[config.mk]
export PLATFORM = sky130hd
export DESIGN_NAME = rfft_seq
export DESIGN_NICKNAME = d
export VERILOG_FILES = /design/src/rtl/rfft_pkg.sv /design/src/rtl/rfft_wb_delay.sv /design/src/rtl/rfft_seq.sv
export SDC_FILE = /design/constraint.sdc
export NUM_CORES = 1
export LEC_CHECK = 0
export CAP_MARGIN = 5
export CORE_ASPECT_RATIO = 0.6
export CORE_MARGIN = 2
export CORE_UTILIZATION = 45
export CTS_CLUSTER_SIZE = 16
export DETAILED_ROUTE_END_ITERATION = 6
export GPL_ROUTABILITY_DRIVEN = 0
export PLACE_DENSITY = 0.79
export SLEW_MARGIN = 20
export SYNTH_ARGS = -nofsm -noshare
export SYNTH_HDL_FRONTEND = slang
export SYNTH_HIERARCHICAL = 1
export SYNTH_SLANG_ARGS = --single-unit
[constraint.sdc]
create_clock -name clk -period 5.47 [get_ports clk]
set_clock_uncertainty 0.15 [all_clocks]
set_input_delay 1.094 -clock clk [delete_from_list [all_inputs] [get_ports clk]]
set_output_delay 1.094 -clock clk [all_outputs]
set_load 0.01 [all_outputs]
[src/rtl/rfft_pkg.sv]
// rfft_pkg: state encoding, fixed datapath selects and bank read-offset helper for rfft_seq.
package rfft_pkg;
  typedef enum logic [2:0] {IDLE, LOAD, READ, DRAIN, DONE} state_e;
  localparam logic       M11_SEL = 1'b0;
  localparam logic [1:0] M12_SEL = 2'd1;
  localparam logic [1:0] M13_SEL = 2'd1;
  localparam logic       M14_SEL = 1'b1;
  localparam logic       M21_SEL = 1'b0;
  localparam logic       M22_SEL = 1'b0;
  localparam logic       M23_SEL = 1'b1;
  localparam logic       M24_SEL = 1'b1;
  function automatic int off(input int s, input int h);
    return (s < 2) ? 0 : h - (h >> (s - 1));
  endfunction
endpackage

[src/rtl/rfft_wb_delay.sv]
// rfft_wb_delay: LAT-deep shift register carrying the write enable and write address
// from the read side of the datapath to its write-back side.
module rfft_wb_delay #(
  parameter int W   = 6,
  parameter int LAT = 2
) (
  input  logic         clk,
  input  logic         rst_n,
  input  logic         we_i,
  input  logic [W-1:0] addr_i,
  output logic         we_o,
  output logic [W-1:0] addr_o
);
  logic [LAT-1:0]   we_q;
  logic [LAT*W-1:0] addr_q;
  always_ff @(posedge clk) begin
    if (!rst_n) begin
      we_q   <= '0;
      addr_q <= '0;
    end else begin
      we_q   <= LAT'({we_q, we_i});
      addr_q <= (LAT*W)'({addr_q, addr_i});
    end
  end
  assign we_o   = we_q[LAT-1];
  assign addr_o = addr_q[(LAT-1)*W +: W];
endmodule

[src/rtl/rfft_seq.sv]
// rfft_seq: address/control sequencer for an in-place radix-4 real FFT over four memory banks.
// Define RFFT_SEQ_BITREV_EN to bit-reverse the final-stage write addresses.
module rfft_seq
  import rfft_pkg::*;
#(
  parameter int N        = 256,
  parameter int ADDR_BIT = 6,
  parameter int PIPE_LAT = 2
) (
  input  logic                  clk,
  input  logic                  rst_n,
  input  logic                  start,
  output logic                  busy,
  output logic                  done,
  output logic [3:0]            stage,
  output logic [ADDR_BIT-1:0]   ld_idx,
  output logic                  en,
  output logic                  re,
  output logic                  we,
  output logic [4*ADDR_BIT-1:0] addr_read,
  output logic [4*ADDR_BIT-1:0] addr_write,
  output logic                  m0,
  output logic                  m11,
  output logic [1:0]            m12,
  output logic [1:0]            m13,
  output logic                  m14,
  output logic                  m21,
  output logic                  m22,
  output logic                  m23,
  output logic                  m24,
  output logic                  bypass_en,
  output logic [ADDR_BIT:0]     tw_idx
);
  localparam int H = N / 4;
  localparam int S = $clog2(N);
  localparam logic [ADDR_BIT-1:0] CNT_LAST   = ADDR_BIT'(H - 1);
  localparam logic [2:0]          DRAIN_LAST = 3'(PIPE_LAT - 1);
  localparam logic [3:0]          STAGE_LAST = 4'(S - 1);
  localparam logic [3:0]          BYP_LIM    = 4'(S / 2);
  state_e              state_q, state_d;
  logic [ADDR_BIT-1:0] cnt_q, cnt_d;
  logic [2:0]          dcnt_q, dcnt_d;
  logic [3:0]          stage_q, stage_d;
  logic [ADDR_BIT-1:0] rd_off, dl_addr, wb_addr;
  logic                dl_we, ld, rd, act;
  always_ff @(posedge clk) begin
    if (!rst_n) begin
      state_q <= IDLE;
      cnt_q   <= '0;
      dcnt_q  <= '0;
      stage_q <= '0;
    end else begin
      state_q <= state_d;
      cnt_q   <= cnt_d;
      dcnt_q  <= dcnt_d;
      stage_q <= stage_d;
    end
  end
  // cnt wraps naturally at H; only the DRAIN exit advances the stage
  always_comb begin
    state_d = state_q;
    cnt_d   = cnt_q;
    dcnt_d  = dcnt_q;
    stage_d = stage_q;
    case (state_q)
      IDLE: if (start) begin
        state_d = LOAD;
        cnt_d   = '0;
        stage_d = '0;
      end
      LOAD: begin
        cnt_d   = cnt_q + 1'b1;
        state_d = (cnt_q == CNT_LAST) ? READ : LOAD;
      end
      READ: begin
        cnt_d   = cnt_q + 1'b1;
        state_d = (cnt_q == CNT_LAST) ? DRAIN : READ;
      end
      DRAIN: begin
        dcnt_d = dcnt_q + 1'b1;
        if (dcnt_q == DRAIN_LAST) begin
          dcnt_d  = '0;
          state_d = (stage_q == STAGE_LAST) ? DONE : READ;
          stage_d = (stage_q == STAGE_LAST) ? stage_q : stage_q + 1'b1;
        end
      end
      DONE: begin
        state_d = IDLE;
        stage_d = '0;
      end
      default: state_d = IDLE;
    endcase
  end
  assign ld  = state_q == LOAD;
  assign rd  = state_q == READ;
  assign act = rd || state_q == DRAIN;
  assign busy      = state_q != IDLE;
  assign done      = state_q == DONE;
  assign stage     = stage_q;
  assign en        = ld || act;
  assign re        = rd;
  assign ld_idx    = ld ? cnt_q : '0;
  assign rd_off    = ADDR_BIT'(off(int'(stage_q), H));
  assign addr_read = rd ? {4{cnt_q + rd_off}} : '0;
  assign tw_idx    = rd ? ({1'b0, cnt_q} << stage_q) : '0;
  assign bypass_en = busy && stage_q < BYP_LIM;
  assign m0  = act;
  assign m11 = act & M11_SEL;
  assign m12 = act ? M12_SEL : 2'd0;
  assign m13 = act ? M13_SEL : 2'd0;
  assign m14 = act & M14_SEL;
  assign m21 = act & M21_SEL;
  assign m22 = act & M22_SEL;
  assign m23 = act & M23_SEL;
  assign m24 = act & M24_SEL;
  rfft_wb_delay #(.W(ADDR_BIT), .LAT(PIPE_LAT)) u_wb_delay (
    .clk    (clk),
    .rst_n  (rst_n),
    .we_i   (rd),
    .addr_i (cnt_q),
    .we_o   (dl_we),
    .addr_o (dl_addr)
  );
`ifdef RFFT_SEQ_BITREV_EN
  always_comb begin
    for (int i = 0; i < ADDR_BIT; i++)
      wb_addr[i] = (stage_q == STAGE_LAST) ? dl_addr[ADDR_BIT-1-i] : dl_addr[i];
  end
`else
  assign wb_addr = dl_addr;
`endif
  assign we         = ld || dl_we;
  assign addr_write = {4{ld ? cnt_q : wb_addr}};
endmodule

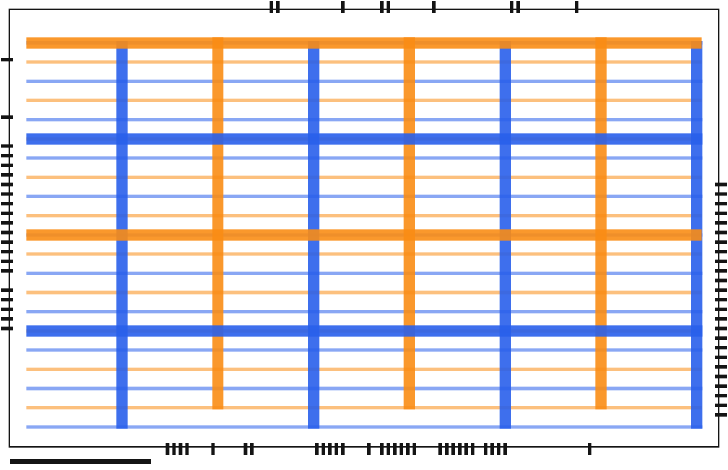
run_1/power_grid.png
Bar = 20 microns. Pins as bars on the die edge.
blue -> VSS
orange -> VDD
met4 straps = 7
met1 rails = 21
met5 straps = 4
signal pins = 85

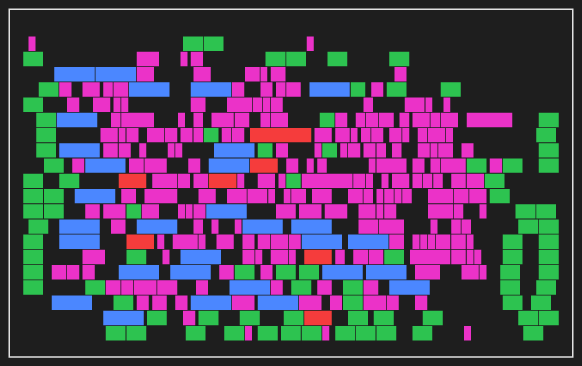
run_1/placement_by_type.png
green -> remaining buffers and delay cells  # cells 86, share of their area 28%
blue -> sequential cells  # cells 30, share of their area 20%
magenta -> combinational and other logic  # cells 213, share of their area 49%
red -> clock drivers and dummy loads  # cells 7, share of their area 3.7%

==> impl_metrics.csv, run 1 <==
group,metric,value,unit
route,vias,2129,
finish,fin_cells,402,
clocking,clk_pin_slew_worst_paths,70,ps
route,vias_per_cell,5.30,
grt,grt_usage,19.1,%
critical_path,critPathMaxStageDelay,490,ps
finish,final_area,0.00311,sq mm
critical_path,crit_required,4230,ps
finish,nNetsFinal,349,
finish,diodes,0,
die,fp.dieW,100,microns
logic_synthesis,ys_async_sr_fraction,0,%
clocking,post_cts.repair.setup_buffers,0,
grt,grt_max_degree,26,
die,rows,20,
finish,drive_gt1_share,11.6,%
logic_synthesis,synth_warnings,6,
clocking,cts_tree,"yes",
timing,worst_pin_slew,763,ps
clocking,htree_levels,2,
critical_path,slowest_stage,"clkdlybuf4s50_1",
logic_synthesis,synth.avg_cell_area,8.05,sq um
route,drtIter0Drc,101,
outcome,status,"finished clean",
die,die_h,61.8,microns
route,ant_nets,0,
logic_synthesis,synthDominantCellAreaShare,24.0,%
grt,grt_overflow,0,
logic_synthesis,ys_types,58,
critical_path,cpMostUsedCell,"o21ai_1",
grt,grt_pass1_vias,1906,
timing,relSlewSlack,49.0,%
die,dieArea,0.00620,sq mm
placed_design,dpl.hpwl,4190,microns
clocking,clock.latency.late_pin,280,ps
logic_synthesis,synth_area_leader_cell,"dfxtp_1",
placed_design,io_buffer_count,79,
logic_synthesis,synth-edff-count,0,
logic_synthesis,yosysChipArea,0.00250,sq mm
critical_path,cp_top_family,"simple AND/OR/NAND/NOR gates",
logic_synthesis,synthesis.area,0.00250,sq mm
die,fp_util,48.1,%
critical_path,cp.arrival,3950,ps
logic_synthesis,synthCells,311,
timing,layout_worst_path_cycle_share,94.9,%
route,drc,0,
clocking,cts_made_buffers,5,
min_path,hold_path.class,"flop to flop",
route,routedWlPerCell,14.4,microns
power_and_ir_drop,pwr_density_cell,159,mW/mm^2
timing,drv_slew,0,
die,num_io_pins,85,
job,cap_violations,0,
timing,max_freq,193,MHz
critical_path,critPathBufInv,3,
logic_synthesis,yosys_cells,311,
route,dr.pass1.iters,4,
grt,grt_pass1_wl,9320,microns
logic_synthesis,synth_top_cell_by_count,"buf_4",
critical_path,critical_path_class,"flop to primary output",
power_and_ir_drop,ir_drop,0.163,mV
logic_synthesis,ys_seq_share,24.0,%
timing,period_minus_slack,5190,ps
finish,fillers,465,
logic_synthesis,synth_flops,30,
grt,grt_antenna_before_repair,0,
critical_path,worst-path-max-fanout,9,
job,warnings,27,
finish,fin_util,59.7,%
clocking,clockBufferDepth,2,
logic_synthesis,common_cells,"buf_4, dfxtp_1, nor2_1",
placed_design,place_area,0.00297,sq mm
clocking,cts_root_buf,"clkbuf_8",
clocking,hold_buffers,0,
finish,syn_to_final_growth,24.1,%
critical_path,path_cells,"inv_2 -> ha_4 -> inv_1 -> or3_1 -> o21ai_1 -> nand3_1 -> ha_2 -> and4_1 -> o21ai_1 -> o21ai_1 -> ha_1 -> o21ai_1 -> o21bai_1 -> a21oi_2 -> xnor3_1 -> and2_1 -> clkdlybuf4s50_1",
timing,holdWs,285,ps
clocking,cts_sinks,30,
timing,final.setup.tns,0,ps
critical_path,cp-end-kind,"primary output",
route,routed_wl,5770,microns
die,design.core.area,0.00520,sq mm
timing,final-hold-violation-count,0,
power_and_ir_drop,leakagePower,1.16,nW
timing,setup_violations,0,
logic_synthesis,yosys-top-cells-area,"dfxtp_1, buf_4, ha_1",
critical_path,crit_path_start_kind,"flop",
logic_synthesis,synthFlopType,"dfxtp_1",
placed_design,dp_cells,395,
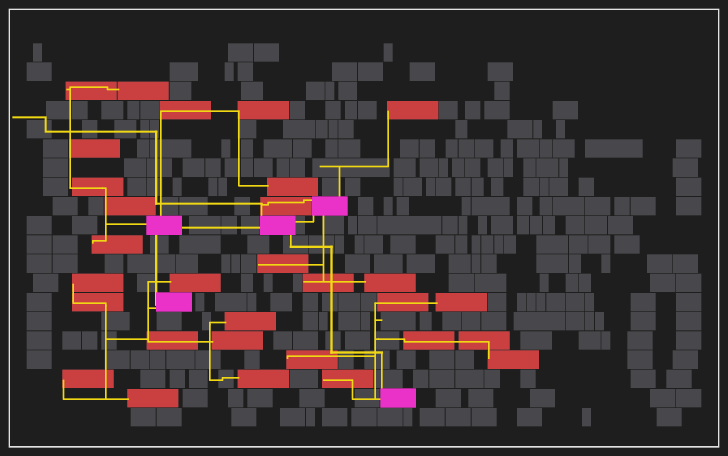
run_1/clk_routes.png
red -> flip-flops  # count 30
magenta -> clock drivers  # count 5
yellow -> clock wires  # length 427 microns
routed clock nets = 6
Clk pwr share: 46.2%
Clock Power: 228 uW

run 1: sequential cells by signal, indices dropped and copies added (netlist names):
| name | flops |
|---|---|
| u_wb_delay/addr_q | 12 |
| cnt_q | 6 |
| stage | 4 |
| dcnt_q | 3 |
| state_q | 3 |
| u_wb_delay/we_q | 2 |
run 1: timing repair:
action                     CTS  global route
gates resized                1             4
cloned                       0             0
setup endpoints to repair    4             8
pin swaps                    0             0
run 1: worst paths after layout:
check	from	cells after the start	end	slack, ps
setup / recovery	stage[0]	17	addr_read[23]	280
hold / removal	u_wb_delay/addr_q[3]	1	u_wb_delay/addr_q[9]	290
setup reg to reg	state_q[2]	5	stage[3]	3290
hold reg to reg	u_wb_delay/addr_q[3]	1	u_wb_delay/addr_q[9]	290
run 1: cells by family (layout without fill, tap and decap cells):
group | count (synthesis) | in the layout | synth area share (%)
flip-flops | 30 | 30 | 24.0
adder cells (fa/ha/maj) | 10 | 10 | 5.30
other | 1 | 5 | 0.150
AND-OR/OR-AND | 51 | 51 | 13.9
XOR/XNOR | 11 | 11 | 4.40
multiplexers | 15 | 15 | 6.45
buffers and inverters | 84 | 105 | 20.8
AND/OR/NAND/NOR | 109 | 109 | 25.0
run 1: report_power, final:
| group | leakage (nW) | internal, mW | switching [mW] | total, mW |
|---|---|---|---|---|
| combinational | 0.865 | 0.0193 | 0.0208 | 0.0401 |
| clock | 0.0573 | 0.146 | 0.0829 | 0.228 |
| sequential | 0.242 | 0.221 | 0.00507 | 0.226 |
| total | 1.16 | 0.386 | 0.109 | 0.495 |
run 1: stage by stage:
stage                     worst slack, ps  total power, mW
after global routing                -8.50            0.512
after detailed placement              285            0.270
final                                 280            0.495
after global placement                407            0.269
after CTS                            28.7            0.499
after floorplan                       440            0.258
run 1: layout make-up:
| type | count | area [sq um] | share of cell area, % |
|---|---|---|---|
| well taps | 66 | 82.6 | 2.66 |
| inverters | 12 | 45.0 | 1.45 |
| flip-flops and latches | 30 | 601 | 19.3 |
| multi-input cells | 201 | 1420 | 45.8 |
| repair buffers | 86 | 843 | 27.1 |
| clock buffers | 6 | 82.6 | 2.66 |
| clock inverters | 1 | 30.0 | 0.966 |
run 1: metal layers:
metal  track usage [%]  up-vias  routed length, microns
met1              26.8      973                    2870
met4              4.89        0                      36
met3              4.03        6                     384
met2              30.5       89                    2480
met5                 0        -                       0
li1                  -     1061                       -
run 1: cells in the final DEF (no fill, tap or decap), types with 6 or more instances in the layout:
master,n
o21ai_1,8
mux2i_1,6
clkdlybuf4s50_1,79
and2_1,16
inv_1,7
ha_1,7
clkbuf_8,6
mux2_1,7
dfxtp_1,30
buf_4,7
a21oi_1,10
nor2_1,23
and2_2,10
nor2b_1,6
nand2_1,12
run_1/congestion.png
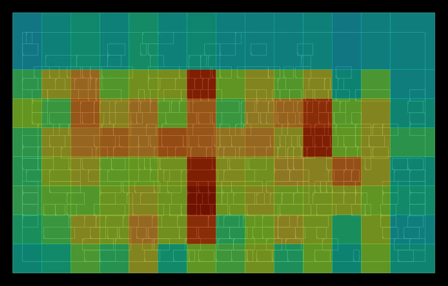

--- run 2 (diff from run 1) ---
--- a/config.mk
+++ b/config.mk
@@ -6,13 +6,14 @@
 export NUM_CORES = 1
 export LEC_CHECK = 0
 export CAP_MARGIN = 5
-export CORE_ASPECT_RATIO = 0.6
+export CELL_PAD_IN_SITES_DETAIL_PLACEMENT = 0
+export CELL_PAD_IN_SITES_GLOBAL_PLACEMENT = 2
 export CORE_MARGIN = 2
-export CORE_UTILIZATION = 45
+export CORE_UTILIZATION = 26
 export CTS_CLUSTER_SIZE = 16
 export DETAILED_ROUTE_END_ITERATION = 6
 export GPL_ROUTABILITY_DRIVEN = 0
-export PLACE_DENSITY = 0.79
+export PLACE_DENSITY = 0.82
 export SLEW_MARGIN = 20
 export SYNTH_ARGS = -nofsm -noshare
 export SYNTH_HDL_FRONTEND = slang
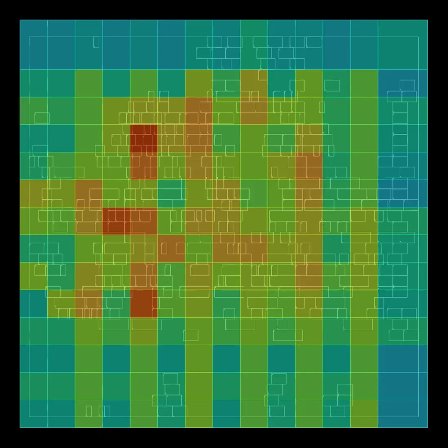
run_2/congestion.png
WL/cell: 12.3 microns
GRT met3 Usage: 3.35%

==> impl_metrics.csv, run 2 <==
group,metric,value,unit
logic_synthesis,synth_area_leader_cell,"dfxtp_1",
clocking,clk_pin_slew_worst_paths,60,ps
critical_path,r2r_cells,5,
clocking,clockBufferDepth,2,
logic_synthesis,yosys-top-cells-area,"dfxtp_1, buf_4, ha_1",
route,vias_per_cell,4.49,
logic_synthesis,yosysChipArea,0.00250,sq mm
power_and_ir_drop,pwr_density_cell,142,mW/mm^2
timing,max_freq,194,MHz
logic_synthesis,synthesis.area,0.00250,sq mm
finish,fin_cells,466,
logic_synthesis,synth.avg_cell_area,8.05,sq um
die,fp_util,27.0,%
job,cap_violations,0,
placed_design,io_buffer_count,79,
die,rows,35,
logic_synthesis,ys_seq_share,24.0,%
critical_path,crit_required,4230,ps
min_path,hold_end,"u_wb_delay/addr_q[7]",
power_and_ir_drop,leakagePower,1.15,nW
critical_path,cp.arrival,3920,ps
grt,grt_antenna_before_repair,0,
clocking,cts_sinks,30,
logic_synthesis,synth_top_cell_by_count,"buf_4",
clocking,post_cts.repair.setup_buffers,0,
outcome,status,"finished clean",
timing,relSlewSlack,48.5,%
route,drtIter0Drc,54,
route,drc,0,
finish,lay_top_count,"clkdlybuf4s50_1",
job,warnings,27,
finish,diodes,0,
die,fp.dieW,102,microns
placed_design,place_area,0.00305,sq mm
clocking,cts_resized,1,
finish,final_area,0.00317,sq mm
placed_design,dpl.hpwl,4250,microns
route,dr.pass1.iters,4,
logic_synthesis,synth_warnings,6,
finish,regMostFlops,"u_wb_delay/addr_q",
critical_path,critical_path_class,"flop to primary output",
finish,largest_register_ffs,12,
timing,period_minus_slack,5170,ps
grt,grt_pass1_vias,1912,
die,num_io_pins,85,
grt,grt_max_degree,26,
route,ant_nets,0,
critical_path,cp-end-kind,"primary output",
clocking,cts_root_buf,"clkbuf_8",
logic_synthesis,synthCells,311,
clocking,hold_buffers,0,
critical_path,regToRegSetupSlack,3320,ps
power_and_ir_drop,ir_drop,0.0773,mV
grt,grt_overflow,0,
min_path,hold_path.class,"flop to flop",
logic_synthesis,ys_async_sr_fraction,0,%
logic_synthesis,common_cells,"buf_4, dfxtp_1, nor2_1",
critical_path,r2r-start,"state_q[2]",
grt,grt_pass1_wl,9540,microns
timing,setup_violations,0,
timing,rsz0062_at_grt,"no",
timing,drv_slew,0,
finish,drive_gt1_share,11.9,%
die,die_h,102,microns
route,vias,2091,
timing,final.setup.tns,0,ps
die,design.core.area,0.00928,sq mm
critical_path,rr_endpoint,"stage[3]",
min_path,hold_depth,1,
placed_design,dp_cells,458,
finish,nNetsFinal,349,
timing,holdWs,282,ps
grt,grt_usage,11.5,%
logic_synthesis,synth-edff-count,0,
die,dieArea,0.0104,sq mm
clocking,clock.latency.late_pin,280,ps
critical_path,worst-path-max-fanout,9,
route,routed_wl,5740,microns
finish,syn_to_final_growth,26.6,%
power_and_ir_drop,power,452,uW
min_path,min_from,"u_wb_delay/addr_q[1]",
logic_synthesis,synth_flops,30,
logic_synthesis,synthFlopType,"dfxtp_1",
logic_synthesis,synthDominantCellAreaShare,24.0,%
logic_synthesis,yosys_cells,311,
finish,lay_top_cells,"clkdlybuf4s50_1, dfxtp_1, nor2_1",
logic_synthesis,ys_types,58,
timing,final-hold-violation-count,0,
finish,fillers,1013,
clocking,cts_made_buffers,5,
timing,worst_pin_slew,770,ps
timing,layout_worst_path_cycle_share,94.4,%
clocking,htree_levels,2,
clocking,cts_tree,"yes",
critical_path,crit_path_start_kind,"flop",
-- run 2: metal layers --
| metal | wire length, microns | track usage, % | vias up |
|---|---|---|---|
| li1 | - | - | 1056 |
| met1 | 2810 | 15.8 | 951 |
| met2 | 2460 | 17.9 | 73 |
| met3 | 405 | 3.35 | 11 |
| met4 | 61 | 2.67 | 0 |
| met5 | 0 | 0 | - |
-- run 2: where the power goes --
| group | switching [mW] | internal (mW) | total, mW |
|---|---|---|---|
| Sequential | 0.00525 | 0.221 | 0.226 |
| Combinational | 0.0200 | 0.0192 | 0.0393 |
| Clock | 0.0854 | 0.101 | 0.186 |
| Total | 0.111 | 0.341 | 0.452 |
-- run 2: logic make-up after synthesis --
logic type      Yosys count  share of synthesized area (%)
compound gates           51                           13.9
simple gates            109                           25.0
xor+xnor                 11                           4.40
buf+inv                  84                           20.8
fa+ha+maj                10                           5.30
other cells               1                          0.150
flops                    30                           24.0
mux                      15                           6.45
-- run 2: cell type report --
type                       instances  area [sq um]  area share [%]
inverter                          12          45.0            1.42
tap                              129           161            5.09
timing repair buffer              86           843            26.6
clock inverter                     2          12.5           0.395
multi-input combinational        201          1430            44.9
clock buffer                       6          82.6            2.60
sequential                        30           601            18.9
-- run 2: worst max-delay path by stage --
stage | start | to | slack (ps) | cells after the start
floorplan | stage[1] | addr_read[11] | 440 | 18
CTS | stage[1] | addr_read[17] | 60 | 17
global route | stage[1] | addr_read[11] | 2 | 17
finish | stage[1] | addr_read[17] | 300 | 17
detailed placement | stage[1] | addr_read[17] | 290 | 17
global placement | stage[1] | addr_read[5] | 380 | 17
-- run 2: through the flow --
stage / util (%) / worst slack (ps)
after floorplan: - / 440
after global placement: 32.8 / 376
after detailed placement: 32.8 / 291
after CTS: 33.9 / 55.5
after global routing: 34.2 / 1.56
final: 34.2 / 304
-- run 2: worst max-delay path, cell delays in order, from the launching register on --
cell	delay (ps)
dfxtp_1	320
inv_2	110
ha_4	190
inv_1	90
or3_1	340
o21ai_1	80
nand3_1	100
ha_2	240
and4_1	190
o21ai_1	120
o21ai_1	80
ha_1	340
o21ai_1	190
o21bai_1	80
a21oi_1	180
xnor3_1	320
and2_1	190
clkdlybuf4s50_1	480
Power and IR drop assume default switching activity.
